Supply network:
Drawn at 4 px/um. Pins as bars on the die edge.
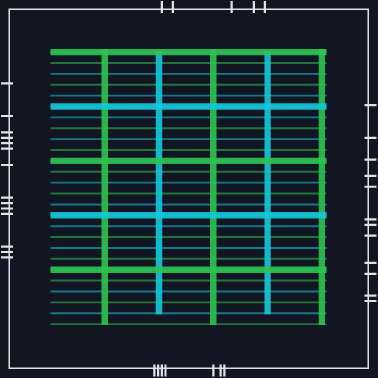
Placement by cell class:
Drawn at 3 px/um. Fill, decap, tap and diode cells in grey.
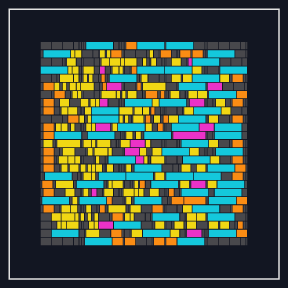
Routed clock nets over the placement:
Drawn at 6 px/um.
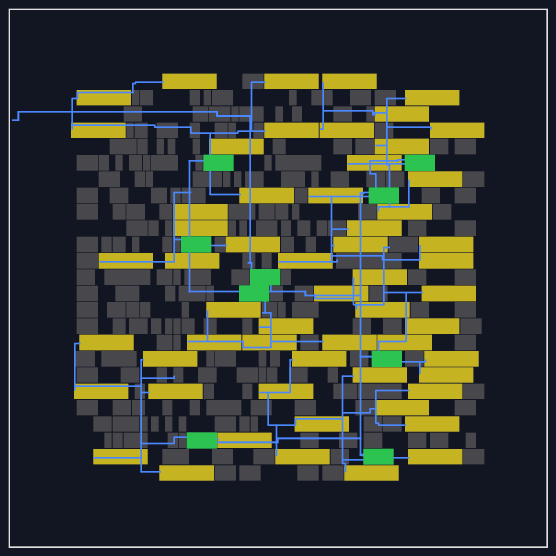
Signal wires by layer:
Drawn at 4 px/um. Only two layers are drawn.
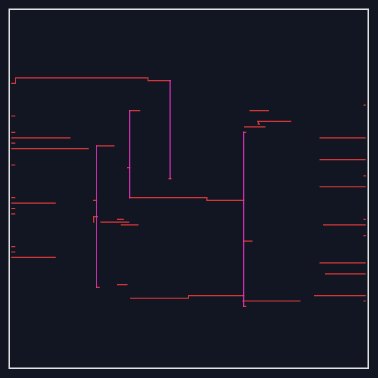
Cell placement:
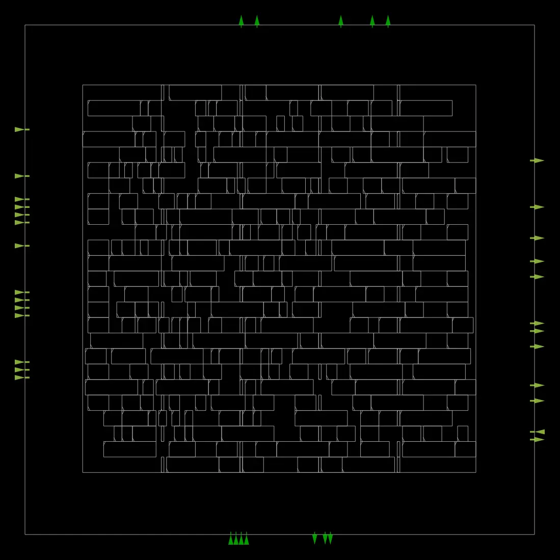
[config.mk]
export PLATFORM = sky130hd
export DESIGN_NAME = bcd_to_bin_seq_flat
export DESIGN_NICKNAME = d
export VERILOG_FILES = /design/src/rtl/bcd_to_bin_seq_pkg.sv /design/src/rtl/bcd_to_bin_seq_if.sv /design/src/rtl/bcd_to_bin_seq_digit_adj.sv /design/src/rtl/bcd_to_bin_seq.sv /design/src/flat_wrapper.sv
export SDC_FILE = /design/constraint.sdc
export NUM_CORES = 1
export LEC_CHECK = 0
export CAP_MARGIN = 20
export CORE_MARGIN = 10
export CORE_UTILIZATION = 54
export CTS_CLUSTER_SIZE = 28
export DETAILED_ROUTE_END_ITERATION = 8
export GPL_ROUTABILITY_DRIVEN = 0
export GPL_TIMING_DRIVEN = 0
export PLACE_DENSITY_LB_ADDON = 0.08
export SYNTH_ARGS = -nofsm -noshare
export SYNTH_HDL_FRONTEND = slang
export SYNTH_SLANG_ARGS = --single-unit
[constraint.sdc]
create_clock -name clk -period 2.41 [get_ports clk]
set_input_delay 0.482 -clock clk [delete_from_list [all_inputs] [get_ports clk]]
set_output_delay 0.482 -clock clk [all_outputs]
set_load 0.02 [all_outputs]
[src/rtl/bcd_to_bin_seq_pkg.sv]
// Shared definitions for the packed-BCD to binary converter: state
// encodings, digit limits and the reverse double-dabble correction constants.
package bcd_to_bin_seq_pkg;

    typedef enum logic [1:0] {
        BCD_ST_IDLE  = 2'd0,
        BCD_ST_SHIFT = 2'd1,
        BCD_ST_DONE  = 2'd2
    } bcd_state_e;

    localparam logic [3:0] BCD_DIGIT_MAX  = 4'h9;
    localparam logic [3:0] BCD_ADJ_THRESH = 4'h8;
    localparam logic [3:0] BCD_ADJ_SUB    = 4'h3;

    // A nibble above 9 is not a decimal digit.
    function automatic logic bcd_digit_bad(input logic [3:0] digit);
        return digit > BCD_DIGIT_MAX;
    endfunction

endpackage

[src/rtl/bcd_to_bin_seq_if.sv]
// Start/busy/done handshake and data bus of the BCD to binary converter.
// The requester (microcode side) is the master, the converter the slave.
interface bcd_to_bin_seq_if #(
    parameter int DIGITS = 4
);
    logic                  start;
    logic [4*DIGITS-1:0]   bcd_in;
    logic                  busy;
    logic                  done;
    logic [4*DIGITS-1:0]   bin_out;
    logic                  err;

    modport master (
        output start,
        output bcd_in,
        input  busy,
        input  done,
        input  bin_out,
        input  err
    );

    modport slave (
        input  start,
        input  bcd_in,
        output busy,
        output done,
        output bin_out,
        output err
    );
endinterface

[src/rtl/bcd_to_bin_seq_digit_adj.sv]
// Per-digit corrector for reverse double-dabble: after a right shift a digit
// that reached 8 or more received a carried-in half-ten and is pulled back by 3.
module bcd_digit_adj
    import bcd_to_bin_seq_pkg::*;
(
    input  logic [3:0] i_digit,
    output logic [3:0] o_digit
);

    logic w_over;

    assign w_over  = (i_digit >= BCD_ADJ_THRESH);
    assign o_digit = w_over ? (i_digit - BCD_ADJ_SUB) : i_digit;

endmodule

[src/rtl/bcd_to_bin_seq.sv]
// Sequential packed-BCD to binary converter (reverse double-dabble), one
// result bit per clock. Operands with a non-decimal digit skip the shift
// sequence and report err with a zero result.
//
// state | meaning
// IDLE  | waiting for start, outputs hold the last result
// SHIFT | one shift/correct step per cycle, busy high
// DONE  | single cycle, done high, bin_out/err valid
module bcd_to_bin_seq
    import bcd_to_bin_seq_pkg::*;
#(
    parameter int DIGITS = 4
) (
    input  logic             clk,
    input  logic             reset_n,
    bcd_to_bin_seq_if.slave  bus
);

    localparam int W  = 4 * DIGITS;
    localparam int CW = $clog2(W) + 1;
    localparam logic [CW-1:0] LAST_STEP = CW'(W - 1);

    bcd_state_e    r_state;
    logic [W-1:0]  r_bcd;
    logic [W-1:0]  r_bin;
    logic [CW-1:0] r_cnt;
    logic          r_busy;
    logic          r_done;
    logic          r_err;
    logic [W-1:0]  r_bin_out;

    logic [W-1:0]      w_bcd_shift;
    logic [W-1:0]      w_bcd_adj;
    logic [W-1:0]      w_bin_shift;
    logic [DIGITS-1:0] w_nib_bad;
    logic              w_any_bad;

    // The {bcd, bin} pair shifts right as one register; bcd LSB feeds bin MSB.
    assign w_bcd_shift = {1'b0, r_bcd[W-1:1]};
    assign w_bin_shift = {r_bcd[0], r_bin[W-1:1]};

    for (genvar g = 0; g < DIGITS; g++) begin : g_digit
        bcd_digit_adj u_adj (
            .i_digit (w_bcd_shift[4*g +: 4]),
            .o_digit (w_bcd_adj[4*g +: 4])
        );
        assign w_nib_bad[g] = bcd_digit_bad(bus.bcd_in[4*g +: 4]);
    end

    assign w_any_bad = |w_nib_bad;

    // Control FSM with registered handshake and result outputs.
    always_ff @(posedge clk or negedge reset_n) begin
        if (!reset_n) begin
            r_state   <= BCD_ST_IDLE;
            r_bcd     <= '0;
            r_bin     <= '0;
            r_cnt     <= '0;
            r_busy    <= 1'b0;
            r_done    <= 1'b0;
            r_err     <= 1'b0;
            r_bin_out <= '0;
        end else begin
            case (r_state)
                BCD_ST_IDLE: begin
                    if (bus.start) begin
                        r_bcd <= bus.bcd_in;
                        r_bin <= '0;
                        r_cnt <= '0;
                        if (w_any_bad) begin
                            // Result and flag are loaded on entry so they are
                            // valid for the whole DONE cycle.
                            r_state   <= BCD_ST_DONE;
                            r_done    <= 1'b1;
                            r_err     <= 1'b1;
                            r_bin_out <= '0;
                        end else begin
                            r_state <= BCD_ST_SHIFT;
                            r_busy  <= 1'b1;
                        end
                    end
                end
                BCD_ST_SHIFT: begin
                    r_bcd <= w_bcd_adj;
                    r_bin <= w_bin_shift;
                    r_cnt <= r_cnt + CW'(1);
                    if (r_cnt == LAST_STEP) begin
                        r_state   <= BCD_ST_DONE;
                        r_busy    <= 1'b0;
                        r_done    <= 1'b1;
                        r_err     <= 1'b0;
                        r_bin_out <= w_bin_shift;
                    end
                end
                BCD_ST_DONE: begin
                    r_state <= BCD_ST_IDLE;
                    r_done  <= 1'b0;
                end
                default: begin
                    r_state <= BCD_ST_IDLE;
                    r_busy  <= 1'b0;
                    r_done  <= 1'b0;
                end
            endcase
        end
    end

    assign bus.busy    = r_busy;
    assign bus.done    = r_done;
    assign bus.err     = r_err;
    assign bus.bin_out = r_bin_out;

endmodule

[src/flat_wrapper.sv]
// flat-port wrapper written by rule: the top's interface ports become plain ports
module bcd_to_bin_seq_flat import bcd_to_bin_seq_pkg::*;
#(
    parameter int DIGITS = 4
)
  (clk, reset_n, bus_start, bus_bcd_in, bus_busy, bus_done, bus_bin_out, bus_err);
  bcd_to_bin_seq_if #(.DIGITS(DIGITS)) bus_i ();
  input  logic clk;
  input  logic reset_n;
  input wire logic [$bits(bus_i.start)-1:0] bus_start;
  input wire logic [$bits(bus_i.bcd_in)-1:0] bus_bcd_in;
  output wire logic [$bits(bus_i.busy)-1:0] bus_busy;
  output wire logic [$bits(bus_i.done)-1:0] bus_done;
  output wire logic [$bits(bus_i.bin_out)-1:0] bus_bin_out;
  output wire logic [$bits(bus_i.err)-1:0] bus_err;
  assign bus_i.start = bus_start;
  assign bus_i.bcd_in = bus_bcd_in;
  assign bus_busy = bus_i.busy;
  assign bus_done = bus_i.done;
  assign bus_bin_out = bus_i.bin_out;
  assign bus_err = bus_i.err;
  bcd_to_bin_seq #(.DIGITS(DIGITS)) u_core (.clk(clk), .reset_n(reset_n), .bus(bus_i));
endmodule
==> flow_metrics.py <==
# Synthesis and PnR figures
metrics = {
    "finish": {
        "syn_to_final_growth_pct": 25.0,
        "clkCellAreaFrac_pct": 6.04,
        "layout_top_cell": "dfrtp_1",
        "finish.net_count": 300,
        "comb_cells": 141,
        "signal_buffer_area_fraction_pct": 14.4,
        "layout.area.top_class": "registers",
        "sh_comb_area_pct": 32.4,
        "n_all_buffers": 53,
        "n_antenna_cell": 0,
    },
    "pwr": {
        "swShare_pct": 33.9,
        "comb_power_share_pct": 27.3,
        "power.density_nw_per_um2": 928,
        "intPower_w": 0.00199,
        "power.combinational.total_w": 0.000823,
        "switching_pwr_w": 0.00102,
    },
    "flow_run": {
        "max-cap-violations": 0,
        "tool_warnings": 32,
    },
    "global_route": {
        "number_of_global_route_vias_before_repair": 1982,
        "maximum_number_of_pins_on_one_net_before_global_route_repair": 32,
        "grt_util_met1_pct": 20.6,
    },
    "yosys": {
        "syn_avg_cell_area_sq_um": 11.6,
        "synthesized_cell_area_sq_um": 2600,
        "synth_cell_types": 35,
        "largest_cells_by_area": "dfrtp_1 (55%), a22o_1 (11%), ha_1 (3.8%)",
        "common_cells": "dfrtp_1 (57), a22o_1 (34), nand2_1 (22), o21ai_0 (18), inv_1 (11)",
    },
    "die": {
        "die_area_sq_um": 7990,
    },
    "drt": {
        "post-route-drc-count": 0,
        "routedLengthMet1_um": 2760,
        "drt-initial-drc-count": 68,
        "vias_per_cell": 5.86,
        "drtPass1Iterations": 4,
    },
    "placement": {
        "dpl.hpwl_um": 4090,
        "placedCellCount": 316,
    },
    "clock_network": {
        "clkLatencyLatePin_ps": 330,
        "ctsHoldBuffers": 0,
        "htree_num_levels": 3,
        "cts-root-buf": "clkbuf_8",
    },
    "critical_path": {
        "worst_setup_path_start_kind": "flip-flop",
        "cp.depth": 8,
        "reg2reg_to": "u_core.bus.bin_out[11]",
        "regToRegSetupSlack_ps": 360,
        "worstSetupPathType": "reg2reg",
        "critical_path.n_buffers_inverters": 1,
    },
    "status": {
        "outcome": "finished clean",
    },
    "timing": {
        "fin_worst_skew_ps": 10.1,
        "setup_tns_ps": 0,
        "max_freq_mhz": 488,
        "timing.final.hold_violations": 0,
    },
    "worst_hold_path": {
        "timing.hold.worst.class": "in2async",
    },
}
Notes on 'supply network' above:
green -> VSS
cyan -> VDD
rows = 25
met1 rails = 26
vertical extent of the die: 89.4 um
chip width: 89.4 um
VDD IR-drop max: 0.000479 V
area inside the core boundary: 4690 sq um

Notes on 'placement by cell class' above:
cyan -> flops  # cells 57, share of their area 45%
orange -> other buffers and delay cells  # cells 53, share of their area 15%
magenta -> clock drivers and dummy loads  # cells 16, share of their area 6.2%
yellow -> all other logic  # cells 152, share of their area 34%
Rows: 25
area of all placed cells without fillers: 3250 sq um
final core utilization: 69.3%
sequential cell area share: 43.9%

Notes on 'routed clock nets over the placement' above:
blue -> clock wires  # length 729 um
yellow -> flip-flops  # count 57
green -> cells driving clock nets  # count 9
routed clock nets = 10

Notes on 'signal wires by layer' above:
red -> met3  # wire length 302 um
magenta -> met4  # wire length 125 um
wirelength, routed: 5890 um
WL/cell: 17.7 um
Global Route Usage Sum: 16.1%
routed via count: 1946

Notes on 'cell placement' above:
non-filler instance count after layout: 332
count of flip-flops and latches: 57
number of fillers in the final layout: 369
total number of tap cells: 54

registers in the layout (all words and copies together), names as in the netlist:
| name | flops |
|---|---|
| u_core.bus.bin_out | 16 |
| u_core.r_bcd | 16 |
| u_core.r_bin | 15 |
| u_core.r_cnt | 5 |
| u_core.r_state | 2 |
| u_core.bus.busy | 1 |
| u_core.bus.done | 1 |
| u_core.bus.err | 1 |
kinds of logic (layout without fill, tap and decap cells):
kind of cell / count (synthesis) / in the layout / synth area share (%)
buffers and inverters: 26 / 80 / 4.71
multiplexers: 7 / 7 / 2.93
XOR/XNOR: 6 / 6 / 2.02
flip-flops: 57 / 57 / 54.8
AND-OR/OR-AND: 82 / 82 / 24.2
adder cells (fa/ha/maj): 8 / 8 / 3.85
AND/OR/NAND/NOR: 38 / 38 / 7.41
No activity file was given, so power comes from the tool's default toggle rates.
